**src/rtl/add_seq_arb.sv**
```systemverilog
`timescale 1ns/1ps
// ---------------------------------------------------------------------------
// add_4
// One nibble slice of a ripple adder: {cout, sum} = a + b + cin.
//   a, b  : 4-bit operand nibbles
//   cin   : carry into the nibble
//   sum   : 4-bit nibble sum
//   cout  : carry out of the nibble
// ---------------------------------------------------------------------------
module add_4 (
    input  logic [3:0] a,
    input  logic [3:0] b,
    input  logic       cin,
    output logic [3:0] sum,
    output logic       cout
);

    // Widen to 5 bits so the carry falls out of the top bit.
    assign {cout, sum} = {1'b0, a} + {1'b0, b} + {4'b0000, cin};

endmodule

// ---------------------------------------------------------------------------
// add_seq_arb
// Shares one add_4 slice between two requesters. A granted operation is
// added one nibble per clock, LSB first, with the carry held in a register
// between nibbles. The result is presented on a valid/ready port together
// with the ID of the requester that issued it. Grants alternate round-robin
// when both requesters are waiting.
//
// Ports:
//   clk, reset               : clock, synchronous active-high reset
//   req0_valid / req0_ready  : requester 0 handshake
//   req0_a, req0_b, req0_cin : requester 0 operands and carry-in
//   req1_*                   : same for requester 1
//   res_valid / res_ready    : result handshake
//   res_sum                  : (A + B + cin) mod 2^W
//   res_cout                 : carry out of the most significant nibble
//   res_id                   : requester that issued the result
// ---------------------------------------------------------------------------
module add_seq_arb #(
    parameter int NIBBLES = 4
) (
    input  logic                 clk,
    input  logic                 reset,
    input  logic                 req0_valid,
    output logic                 req0_ready,
    input  logic [4*NIBBLES-1:0] req0_a,
    input  logic [4*NIBBLES-1:0] req0_b,
    input  logic                 req0_cin,
    input  logic                 req1_valid,
    output logic                 req1_ready,
    input  logic [4*NIBBLES-1:0] req1_a,
    input  logic [4*NIBBLES-1:0] req1_b,
    input  logic                 req1_cin,
    output logic                 res_valid,
    input  logic                 res_ready,
    output logic [4*NIBBLES-1:0] res_sum,
    output logic                 res_cout,
    output logic                 res_id
);

    localparam int W     = 4 * NIBBLES;
    localparam int IDX_W = (NIBBLES > 1) ? $clog2(NIBBLES) : 1;
    localparam logic [IDX_W-1:0] LAST_IDX = IDX_W'(NIBBLES - 1);

    localparam logic [1:0] ST_IDLE = 2'd0;
    localparam logic [1:0] ST_CALC = 2'd1;
    localparam logic [1:0] ST_DONE = 2'd2;

    logic [1:0]       state;
    logic [W-1:0]     a_q;
    logic [W-1:0]     b_q;
    logic             cin_q;
    logic             carry;
    logic [IDX_W-1:0] idx;
    logic             ptr;
    logic             grant0;
    logic             grant1;
    logic [3:0]       nib_a;
    logic [3:0]       nib_b;
    logic             nib_cin;
    logic [3:0]       nib_sum;
    logic             nib_cout;

    // Arbitration. Only IDLE can accept, and reset masks both grants so no
    // handshake can be seen while the block is being cleared. With both
    // requesters waiting, ptr decides; a lone requester always wins.
    always_comb begin
        grant0 = 1'b0;
        grant1 = 1'b0;
        if (!reset && state == ST_IDLE) begin
            if (req0_valid && (!req1_valid || !ptr)) begin
                grant0 = 1'b1;
            end else if (req1_valid) begin
                grant1 = 1'b1;
            end
        end
    end

    assign req0_ready = grant0;
    assign req1_ready = grant1;
    assign res_valid  = (state == ST_DONE);

    // The first nibble takes the requester's carry-in; later nibbles take
    // the carry registered from the previous nibble.
    assign nib_a   = a_q[{idx, 2'b00} +: 4];
    assign nib_b   = b_q[{idx, 2'b00} +: 4];
    assign nib_cin = (idx == '0) ? cin_q : carry;

    add_4 u_add_4 (
        .a    (nib_a),
        .b    (nib_b),
        .cin  (nib_cin),
        .sum  (nib_sum),
        .cout (nib_cout)
    );

    // Sequencer: latch a granted operation, walk the nibbles, then hold the
    // result until the consumer takes it. The pointer always moves to the
    // requester that lost (or was absent), giving round-robin under load.
    always_ff @(posedge clk) begin
        if (reset) begin
            state    <= ST_IDLE;
            a_q      <= '0;
            b_q      <= '0;
            cin_q    <= 1'b0;
            carry    <= 1'b0;
            idx      <= '0;
            ptr      <= 1'b0;
            res_sum  <= '0;
            res_cout <= 1'b0;
            res_id   <= 1'b0;
        end else begin
            case (state)
                ST_IDLE: begin
                    if (grant0 || grant1) begin
                        a_q     <= grant1 ? req1_a   : req0_a;
                        b_q     <= grant1 ? req1_b   : req0_b;
                        cin_q   <= grant1 ? req1_cin : req0_cin;
                        res_id  <= grant1;
                        ptr     <= grant0;
                        idx     <= '0;
                        res_sum <= '0;
                        state   <= ST_CALC;
                    end
                end
                ST_CALC: begin
                    res_sum[{idx, 2'b00} +: 4] <= nib_sum;
                    carry <= nib_cout;
                    if (idx == LAST_IDX) begin
                        res_cout <= nib_cout;
                        idx      <= '0;
                        state    <= ST_DONE;
                    end else begin
                        idx <= idx + 1'b1;
                    end
                end
                ST_DONE: begin
                    if (res_ready) begin
                        state <= ST_IDLE;
                    end
                end
                default: begin
                    state <= ST_IDLE;
                end
            endcase
        end
    end

endmodule

```
**config.mk**
```make
export PLATFORM = sky130hd
export DESIGN_NAME = add_seq_arb
export DESIGN_NICKNAME = d
export VERILOG_FILES = /design/src/rtl/add_seq_arb.sv
export SDC_FILE = /design/constraint.sdc
export NUM_CORES = 1
export LEC_CHECK = 0
export CORE_UTILIZATION = 44
export CTS_BUF_LIST = sky130_fd_sc_hd__clkbuf_2
export CTS_CLUSTER_SIZE = 30
export DETAILED_ROUTE_END_ITERATION = 8
export PLACE_DENSITY = 0.88
export SYNTH_ARGS = -nofsm -noshare
export SYNTH_HDL_FRONTEND = slang
export SYNTH_SLANG_ARGS = --single-unit
```
**constraint.sdc**
```tcl
create_clock -name clk -period 2.9 [get_ports clk]
set_clock_uncertainty 0.05 [all_clocks]
set_input_delay 0.58 -clock clk [delete_from_list [all_inputs] [get_ports clk]]
set_output_delay 0.58 -clock clk [all_outputs]
set_load 0.02 [all_outputs]
```
==> results.cfg <==
; synthesis and place-and-route metrics
[synth]
synthFlopType = sky130_fd_sc_hd__dfxtp_1
synthMuxAreaShare_pct = 6.43
synthDistinctLibCells = 41
synthesis.yosys.warnings = 0
syn_area_per_cell_um2 = 8.75
yosys_cells = 338
syn_inst = 338
top_area_share_pct = 38.6
syn-cell-area_um2 = 2960
syn-num-nets = 418
async_flop_share_pct = 0
yosys.area_share.xor_xnor_pct = 0.592
compound_area_share_pct = 20.6

[cells_and_area]
combinational_cell_area_excluding_buffers_and_inverters_um2 = 1650
seqCellArea_um2 = 1140
share_of_post_route_cells_with_drive_strength_above_1_pct = 12.2
most-common-layout-cells = sky130_fd_sc_hd__clkdlybuf4s50_1, sky130_fd_sc_hd__nand2_1, sky130_fd_sc_hd__nor2_1
antenna-diode-count = 0
layout.cells.most_common = sky130_fd_sc_hd__clkdlybuf4s50_1
finalInstanceArea_um2 = 3980
layout_area_growth_over_synthesis_pct = 34.4
final_cells = 502
layout.filler_cells = 520

[setup_path]
ff2ff_path_depth = 8
arrival_ns = 2.09
worstReg2RegEnd = res_sum[14]$_SDFFE_PP0P_
path_class = reg -> out
r2r_start = idx[0]$_SDFFE_PP0P_
endpoint_kind = primary output
critical_path_peak_fanout = 16
critPathTopFamily = buffers and inverters
cells_traversed_along_the_worst_timing_path = nor3_4, nand3_4, clkinv_2, clkdlybuf4s50_1
worst-r2r-setup-slack_ns = 0.21
critical_path.startpoint_type = flip-flop
endpoint = req1_ready

[run_status]
failed_checks = DRC
run_status = complete, but fails checks

[cts]
worstSkewPairLatency_ns = 0.46
post_cts_clock_slew_at_the_launch_and_capture_registers_of_the_worst_setup_and_hold_paths_ns = 0.14
clockBufferDepth = 2
htree_levels = 3
post-cts-setup-buffer-count = 0
root_buf_cell = sky130_fd_sc_hd__clkbuf_2

[die]
chipArea_um2 = 7050
core_region_area_um2 = 6420
ioPinCount = 92
floorplan.die.width_um = 84.0
initial_utilization_pct = 46.1
num_rows = 29

[power_and_ir_drop]
pwr-share-comb_pct = 24.4
p_comb_mw = 0.400
pwr.group.sequential_mw = 0.861
cellLeakagePower_nw = 1.47
power.density_nw_per_um2 = 412
netSwitchingPower_mw = 0.488
clock_net_power_mw = 0.377
total_power_mw = 1.64
power.group.top = registers
power_frac_clock_pct = 23.0

[global_routing]
grt_start_max_net_pins = 68
initial_antenna_violation_count = 0

[hold_path]
hold_class = reg -> reg
min_delay_path_depth = 2
hold_path_end = res_id$_SDFFE_PP0P_

[job]
log.warning_count = 29
cap_viol_max_count = 0

[placement]
place.detailed.hpwl_mm = 5.32
placedInstanceArea_um2 = 3910
dp_worst_setup_slack_ns = 0.229
port-buffer-count = 91
placed_cells_incl_taps = 488
gpl.final_weighted_congestion = 0.848

[routing]
drt-wirelength-per-cell_um = 14.2
drc = 8
routed_via_density = 5.48
first_iter_violations = 139

[sta]
worstMarginPinSlew_ns = 0.703
fin_hold_ws_ns = 0.440
post_layout_period_usage_of_the_worst_path_pct = 93.9
worst_slew_margin_rel_pct = 53.1
min_period_ns = 2.72
hold_viol = 0
-- layout make-up --
class,instances,share of cell area [%]
Multi-Input combinational cell,246,41.5
Inverter,11,1.07
Clock buffer,12,1.51
Tap cell,77,2.42
Timing Repair Buffer,97,24.6
Sequential cell,57,28.7
Clock inverter,2,0.189
-- routing by layer --
layer / track usage (%) / wire length, µm
met5: 0 / 0
met4: 8.15 / 148
met3: 4.06 / 421
met2: 36.7 / 3550
met1: 26.8 / 3030
-- registers in the layout, indices dropped and copies added, names as in the netlist --
| signal | cells |
|---|---|
| a_q | 16 |
| b_q | 16 |
| carry | 1 |
| cin_q | 1 |
| idx | 2 |
| ptr | 1 |
| res_cout | 1 |
| res_id | 1 |
| res_sum | 16 |
| state | 2 |
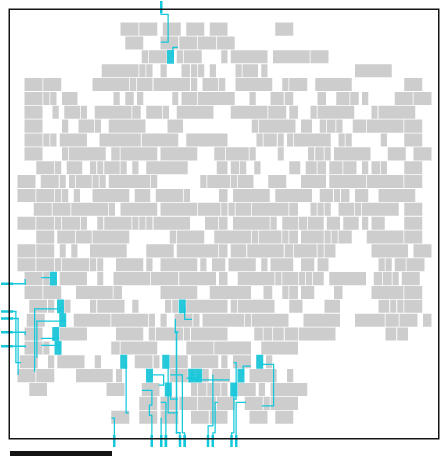
**Above:** I/O nets highlighted.
Bar = 20 µm.
Key: `req1_a` = cyan [direction input, edge 10 bottom, 5 left, 1 top, end cells 16, buffers 16, wire 262 µm]

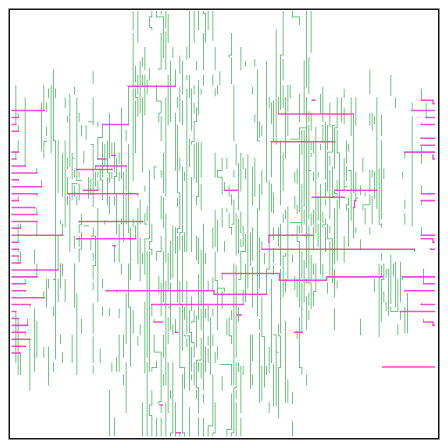
**Above:** metal layers overlaid.
Two of the layers only.
Key: metal 2 = green [wire length 3550 µm]; metal 3 = magenta [wire length 421 µm]

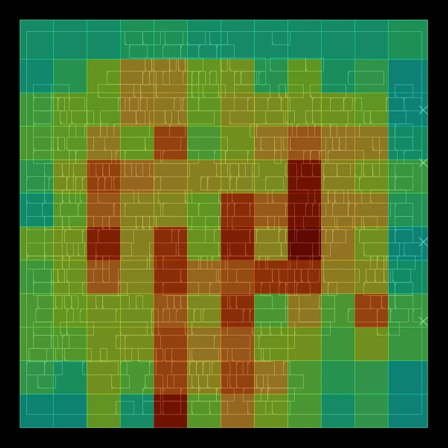
**Above:** routing congestion.
most utilized layer in the global route result: met2
final standard cell utilization of the core: 61.9%
total global-route track usage: 21.5%
met2 capacity usage during global routing: 36.7%

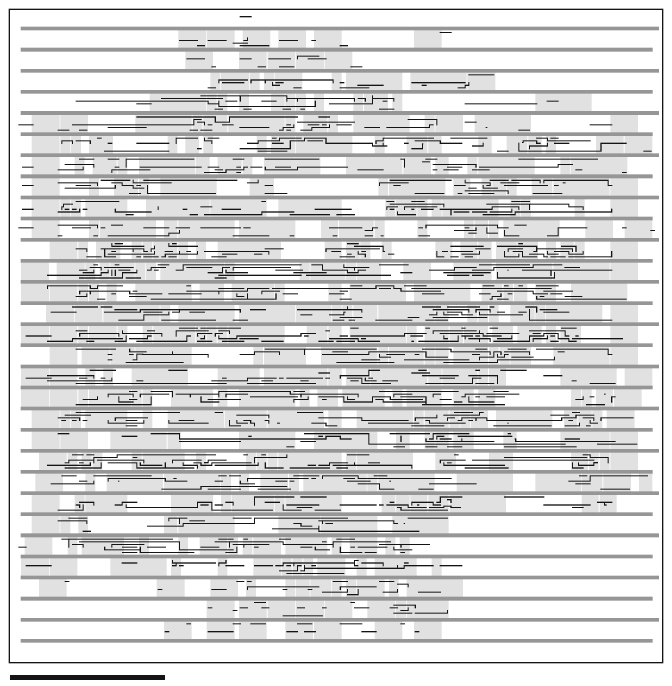
**Above:** met1 routing.
Bar = 20 µm. Supply wires on this layer in grey. Cells faint in the background.
The longest straight run is 25.3 µm. The layer carries 3030 µm of wire. 428 nets have wire on it. The layer holds 42% of the routed length. The wires run mostly horizontal.
vias: 2749
met1 track utilization from global routing: 26.8%
final wirelength: 7.15 mm

No activity file was given, so power comes from the tool's default toggle rates.
